**src/rtl/virtual_ds2431_pkg.sv**
```systemverilog
// Shared definitions for the virtual DS2431 1-Wire slave: ROM command codes,
// ROM size, ROM-command FSM states and the Dallas CRC8 byte step.
package virtual_ds2431_pkg;

  localparam logic [7:0] READ_ROM     = 8'h33;
  localparam logic [7:0] MATCH_ROM    = 8'h55;
  localparam logic [7:0] SEARCH_ROM   = 8'hF0;
  localparam logic [7:0] SKIP_ROM     = 8'hCC;
  localparam logic [7:0] RESUME       = 8'hA5;
  localparam logic [7:0] OD_SKIP_ROM  = 8'h3C;
  localparam logic [7:0] OD_MATCH_ROM = 8'h69;

  localparam int ROM_BYTES = 8;

  typedef enum logic [1:0] {
    ST_IDLE,
    ST_TRIG,
    ST_WAIT,
    ST_DONE
  } rom_cmd_state_t;

  // x^8+x^5+x^4+1 in reflected form, bits consumed LSB first
  function automatic logic [7:0] crc8_dallas_byte(input logic [7:0] crc, input logic [7:0] data);
    logic [7:0] c;
    c = crc;
    for (int i = 0; i < 8; i++) begin
      if (c[0] ^ data[i]) c = (c >> 1) ^ 8'h8C;
      else                c = c >> 1;
    end
    return c;
  endfunction

endpackage

```
**src/rtl/virtual_ds2431_rom_read_rom_if.sv**
```systemverilog
// ROM-command dispatch bus plus byte-transceiver handshake for the Read ROM
// responder; master = dispatcher/transceiver side, slave = responder.
interface virtual_ds2431_rom_read_rom_if;
  logic [63:0] romID;
  logic        cmdRunTrig;
  logic        busReset;
  logic [7:0]  transmitDat;
  logic        nRxTx;
  logic        transTrig;
  logic        ByteTransDone;
  logic        cmdDone;
  logic        cmdFailed;

  modport master (
    output romID, cmdRunTrig, busReset, ByteTransDone,
    input  transmitDat, nRxTx, transTrig, cmdDone, cmdFailed
  );

  modport slave (
    input  romID, cmdRunTrig, busReset, ByteTransDone,
    output transmitDat, nRxTx, transTrig, cmdDone, cmdFailed
  );
endinterface

```
**src/rtl/ds_crc8_acc.sv**
```systemverilog
// Dallas CRC8 accumulator; only compiled when READ_ROM_CRC_GEN_EN is defined.
// clr restarts from 0x00; clr together with load folds data into a fresh CRC.
`ifdef READ_ROM_CRC_GEN_EN
module ds_crc8_acc
  import virtual_ds2431_pkg::*;
(
  input  logic       clk,
  input  logic       nRst,
  input  logic       clr,
  input  logic       load,
  input  logic [7:0] data,
  output logic [7:0] crc
);

  always_ff @(posedge clk or negedge nRst) begin
    if (!nRst)     crc <= 8'h00;
    else if (load) crc <= crc8_dallas_byte(clr ? 8'h00 : crc, data);
    else if (clr)  crc <= 8'h00;
  end

endmodule
`endif

```
**src/rtl/posPulse.sv**
```systemverilog
// Rising-edge detector: one-clk pulse when sig goes 0->1, based on a
// single registered history bit.
module posPulse (
  input  logic clk,
  input  logic nRst,
  input  logic sig,
  output logic pulse
);

  logic sig_d;

  always_ff @(posedge clk or negedge nRst) begin
    if (!nRst) sig_d <= 1'b0;
    else       sig_d <= sig;
  end

  assign pulse = sig & ~sig_d;

endmodule

```
**src/rtl/virtual_ds2431_rom_read_rom.sv**
```systemverilog
// Read ROM (0x33) responder: streams romID LSB byte first, one byte per
// transceiver handshake. READ_ROM_CRC_GEN_EN replaces the last byte by a generated CRC8.
module virtual_ds2431_rom_read_rom
  import virtual_ds2431_pkg::*;
#(
  parameter int BYTE_COUNT     = ROM_BYTES,
  parameter int TIMEOUT_CYCLES = 0
) (
  input logic                          clk,
  input logic                          nRst,
  virtual_ds2431_rom_read_rom_if.slave bus
);

  localparam int TW = (TIMEOUT_CYCLES < 2) ? 1 : $clog2(TIMEOUT_CYCLES + 1);
  localparam logic [TW-1:0] TMAX = TW'((TIMEOUT_CYCLES == 0) ? 0 : TIMEOUT_CYCLES - 1);

  rom_cmd_state_t state;
  logic [2:0]     byte_idx;
  logic [TW-1:0]  timer;
  logic           run_pos, done_pos;
  logic [2:0]     next_idx;
  logic           last_byte, timeout_hit;
  logic [7:0]     raw_byte, next_byte;

  posPulse u_run_edge  (.clk(clk), .nRst(nRst), .sig(bus.cmdRunTrig),    .pulse(run_pos));
  posPulse u_done_edge (.clk(clk), .nRst(nRst), .sig(bus.ByteTransDone), .pulse(done_pos));

  assign next_idx    = byte_idx + 3'd1;
  assign last_byte   = (byte_idx == 3'(BYTE_COUNT - 1));
  assign timeout_hit = (TIMEOUT_CYCLES != 0) && (timer == TMAX);
  assign raw_byte    = bus.romID[{next_idx, 3'b000} +: 8];

`ifdef READ_ROM_CRC_GEN_EN
  // CRC folds in every byte as it is loaded, so it is complete before the final byte loads
  logic [7:0] crc;
  logic       load_first, load_next;

  assign load_first = !bus.busReset && run_pos;
  assign load_next  = !bus.busReset && !run_pos && (state == ST_WAIT) && done_pos &&
                      !last_byte && (next_idx != 3'(ROM_BYTES - 1));

  ds_crc8_acc u_crc (
    .clk  (clk),
    .nRst (nRst),
    .clr  (load_first),
    .load (load_first || load_next),
    .data (load_first ? bus.romID[7:0] : raw_byte),
    .crc  (crc)
  );

  assign next_byte = (next_idx == 3'(ROM_BYTES - 1)) ? crc : raw_byte;
`else
  assign next_byte = raw_byte;
`endif

  always_ff @(posedge clk or negedge nRst) begin
    if (!nRst) begin
      state           <= ST_IDLE;
      byte_idx        <= 3'd0;
      timer           <= '0;
      bus.transmitDat <= 8'h00;
      bus.nRxTx       <= 1'b0;
      bus.transTrig   <= 1'b0;
      bus.cmdDone     <= 1'b0;
      bus.cmdFailed   <= 1'b0;
    end else begin
      bus.transTrig <= 1'b0;
      if (bus.busReset) begin
        if (state != ST_IDLE) begin
          state         <= ST_IDLE;
          bus.cmdFailed <= 1'b1;
          bus.cmdDone   <= 1'b0;
          bus.nRxTx     <= 1'b0;
        end
      end else if (run_pos) begin
        // restart is legal from any state
        state           <= ST_TRIG;
        byte_idx        <= 3'd0;
        bus.transmitDat <= bus.romID[7:0];
        bus.cmdDone     <= 1'b0;
        bus.cmdFailed   <= 1'b0;
        bus.nRxTx       <= 1'b1;
        bus.transTrig   <= 1'b1;
      end else begin
        case (state)
          ST_IDLE: ;
          ST_TRIG: begin
            timer <= '0;
            state <= ST_WAIT;
          end
          ST_WAIT: begin
            if (done_pos) begin
              if (last_byte) begin
                state       <= ST_DONE;
                bus.cmdDone <= 1'b1;
                bus.nRxTx   <= 1'b0;
              end else begin
                byte_idx        <= next_idx;
                bus.transmitDat <= next_byte;
                bus.transTrig   <= 1'b1;
                state           <= ST_TRIG;
              end
            end else begin
              if (timer != '1) timer <= timer + 1'b1;
              if (timeout_hit) begin
                state         <= ST_IDLE;
                bus.cmdFailed <= 1'b1;
                bus.nRxTx     <= 1'b0;
              end
            end
          end
          ST_DONE: state <= ST_IDLE;
          default: state <= ST_IDLE;
        endcase
      end
    end
  end

endmodule
```
**src/flat_wrapper.sv**
```systemverilog
// flat-port wrapper written by rule: the top's interface ports become plain ports
module virtual_ds2431_rom_read_rom_flat import virtual_ds2431_pkg::*;
#(
  parameter int BYTE_COUNT     = ROM_BYTES,
  parameter int TIMEOUT_CYCLES = 0
)
  (clk, nRst, bus_romID, bus_cmdRunTrig, bus_busReset, bus_ByteTransDone, bus_transmitDat, bus_nRxTx, bus_transTrig, bus_cmdDone, bus_cmdFailed);
  virtual_ds2431_rom_read_rom_if bus_i ();
  input logic clk;
  input logic nRst;
  input wire logic [$bits(bus_i.romID)-1:0] bus_romID;
  input wire logic [$bits(bus_i.cmdRunTrig)-1:0] bus_cmdRunTrig;
  input wire logic [$bits(bus_i.busReset)-1:0] bus_busReset;
  input wire logic [$bits(bus_i.ByteTransDone)-1:0] bus_ByteTransDone;
  output wire logic [$bits(bus_i.transmitDat)-1:0] bus_transmitDat;
  output wire logic [$bits(bus_i.nRxTx)-1:0] bus_nRxTx;
  output wire logic [$bits(bus_i.transTrig)-1:0] bus_transTrig;
  output wire logic [$bits(bus_i.cmdDone)-1:0] bus_cmdDone;
  output wire logic [$bits(bus_i.cmdFailed)-1:0] bus_cmdFailed;
  assign bus_i.romID = bus_romID;
  assign bus_i.cmdRunTrig = bus_cmdRunTrig;
  assign bus_i.busReset = bus_busReset;
  assign bus_i.ByteTransDone = bus_ByteTransDone;
  assign bus_transmitDat = bus_i.transmitDat;
  assign bus_nRxTx = bus_i.nRxTx;
  assign bus_transTrig = bus_i.transTrig;
  assign bus_cmdDone = bus_i.cmdDone;
  assign bus_cmdFailed = bus_i.cmdFailed;
  virtual_ds2431_rom_read_rom #(.BYTE_COUNT(BYTE_COUNT), .TIMEOUT_CYCLES(TIMEOUT_CYCLES)) u_core (.clk(clk), .nRst(nRst), .bus(bus_i));
endmodule
```
**config.mk**
```make
export PLATFORM = sky130hd
export DESIGN_NAME = virtual_ds2431_rom_read_rom_flat
export DESIGN_NICKNAME = d
export VERILOG_FILES = /design/src/rtl/virtual_ds2431_pkg.sv /design/src/rtl/virtual_ds2431_rom_read_rom_if.sv /design/src/rtl/ds_crc8_acc.sv /design/src/rtl/posPulse.sv /design/src/rtl/virtual_ds2431_rom_read_rom.sv /design/src/flat_wrapper.sv
export SDC_FILE = /design/constraint.sdc
export NUM_CORES = 1
export LEC_CHECK = 0
export CORE_MARGIN = 1.5
export CORE_UTILIZATION = 40
export DETAILED_ROUTE_END_ITERATION = 10
export GPL_TIMING_DRIVEN = 0
export PLACE_DENSITY = 0.81
export SYNTH_ARGS = -nofsm -noshare
export SYNTH_HDL_FRONTEND = slang
export SYNTH_SLANG_ARGS = --single-unit
```
**constraint.sdc**
```tcl
create_clock -name clk -period 2 [get_ports clk]
set_input_delay 0.4 -clock clk [delete_from_list [all_inputs] [get_ports clk]]
set_output_delay 0.4 -clock clk [all_outputs]
set_load 0.05 [all_outputs]
```
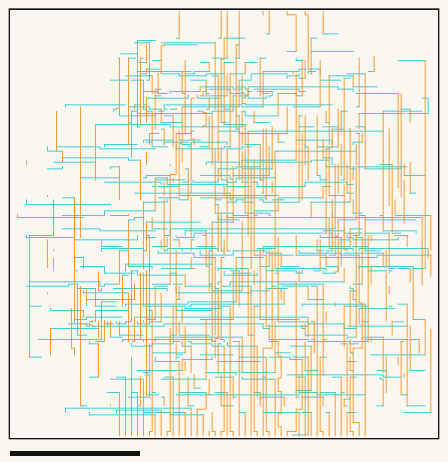
Figure 1: signal wires by layer.
Scale bar: 20 um. Only two layers are drawn.
| colour | layer | wire length |
|---|---|---|
| orange | metal 2 | 2280 um |
| cyan | metal 1 | 2010 um |
GRT Total Usage: 22.6%
average routed wire per standard cell: 15.7 um
final WL: 4680 um

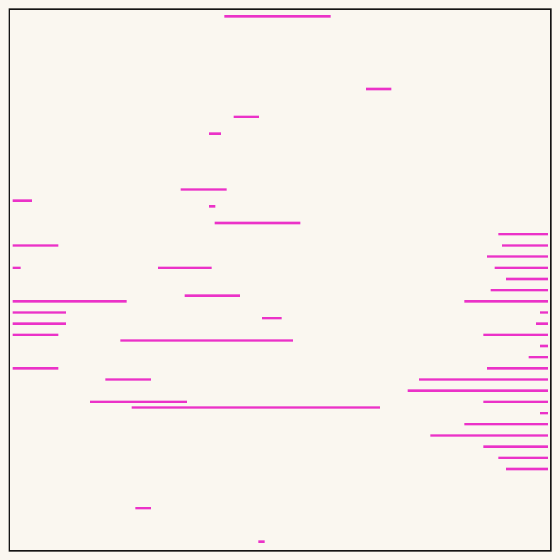
Figure 2: metal 3.
longest straight run: 29.9 um
main direction: horizontal

==> results.yml <==
# yosys + openroad results
timing:
  fin_hold_ws_ns: 0.526
  finalSetupTns_ns: 0
  layout_setup_ws_ns: 0.0974
  slew_violations: 0
  hold_vio_cnt_final: 0
critical_path:
  ff2ff_setup_slack_ns: 0.1
  wp_data_required_ns: 2.13
  rr_startpoint: "u_core.byte_idx[0]"
  worst_path_largest_cell_delay_ns: 0.40
  critical_path_peak_fanout: 10
  regToRegEndpoint: "u_core.bus.transmitDat[6]"
  cp_cell_sequence: "ha_1, ha_1, and4bb_4, nand2_4, o32ai_2, a21oi_1"
global_route:
  grt_use_met1_pct: 30.2
  overflow: 0
  grt_met2_use_pct: 38.6
synth:
  syn_avg_cell_area_sq_um: 9.53
  yosys_area_sq_um: 1570
  synth.ff_latch_count: 19
  yosysSeqAreaShare_pct: 30.2
  ys_cells: 165
  yosys_warning_total: 0
routing:
  top_layer: "met4"
  met3_wirelength_um: 310
final_layout:
  most_instantiated_logic_cells_after_routing: "clkdlybuf4s50_1, mux2i_1, dfrtp_1, a21oi_1"
  largest_register: "u_core.bus.transmitDat"
placed_design:
  preCtsSetupSlack_ns: 0.0402
  buffer_ports.inserted: 80
die:
  io-pin-count: 81
outcome:
  outcome: "finished clean"
clock_tree:
  clock_sink_count: 19
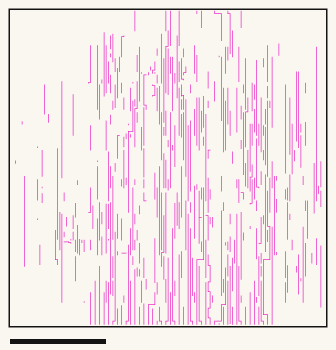
Figure 3: met2 routing.
Scale bar: 20 um.
wire length on this layer: 2280 um
longest straight run: 32.0 um

report_power, final:
part           total, mW  switching (mW)  internal, mW
sequential         0.576          0.0827         0.494
combinational       1.44           0.784         0.654
clock              0.263           0.124         0.138
total               2.28           0.991          1.29
cell type report:
type	instances	area (sq um)	area share, %
Timing Repair Buffer	80	801	32.0
Clock buffer	3	41.3	1.65
Tap cell	48	60.1	2.40
Inverter	7	26.3	1.05
Multi-Input combinational cell	129	983	39.3
Clock inverter	1	5.00	0.200
Buffer	10	110	4.40
Sequential cell	19	475	19.0
worst max-delay path: cells and delay by family (launching register included):
kind / cells / cell delay, ns
AOI/OAI and AO/OA: 2 / 0.46
adders and majority gates: 2 / 0.44
DFF: 1 / 0.40
and+or+nand+nor: 2 / 0.47
synthesized netlist by cell type, types with 2 or more instances:
master,count,area (sq um)
o21ai_1,2,10.0
nor3_1,4,20.0
nand2b_1,5,31.3
o22ai_1,9,56.3
a21o_1,2,15.0
mux2i_1,32,320
o21ai_0,4,20.0
buf_4,3,22.5
ha_1,6,75.1
nand2_1,9,33.8
nor2_2,6,37.5
nand3_1,4,20.0
a21oi_1,11,55.1
dfrtp_1,19,475
a22oi_1,8,60.1
nor2b_1,2,12.5
buf_12,2,40.0
nor2_1,8,30.0
buf_6,2,22.5
inv_1,7,26.3
o32ai_1,4,35.0
cell families after synthesis:
logic type	share of synthesized area, %
and+or+nand+nor	14.9
buffers and inverters	8.67
adders and majority gates	4.77
muxes	20.4
AOI/OAI and AO/OA	21.1
DFF	30.2
timing repair:
item                                    in CTS  in global routing
gates resized                                0                  3
endpoints found under the hold margin        0                  0
endpoints found under the setup margin       0                  3
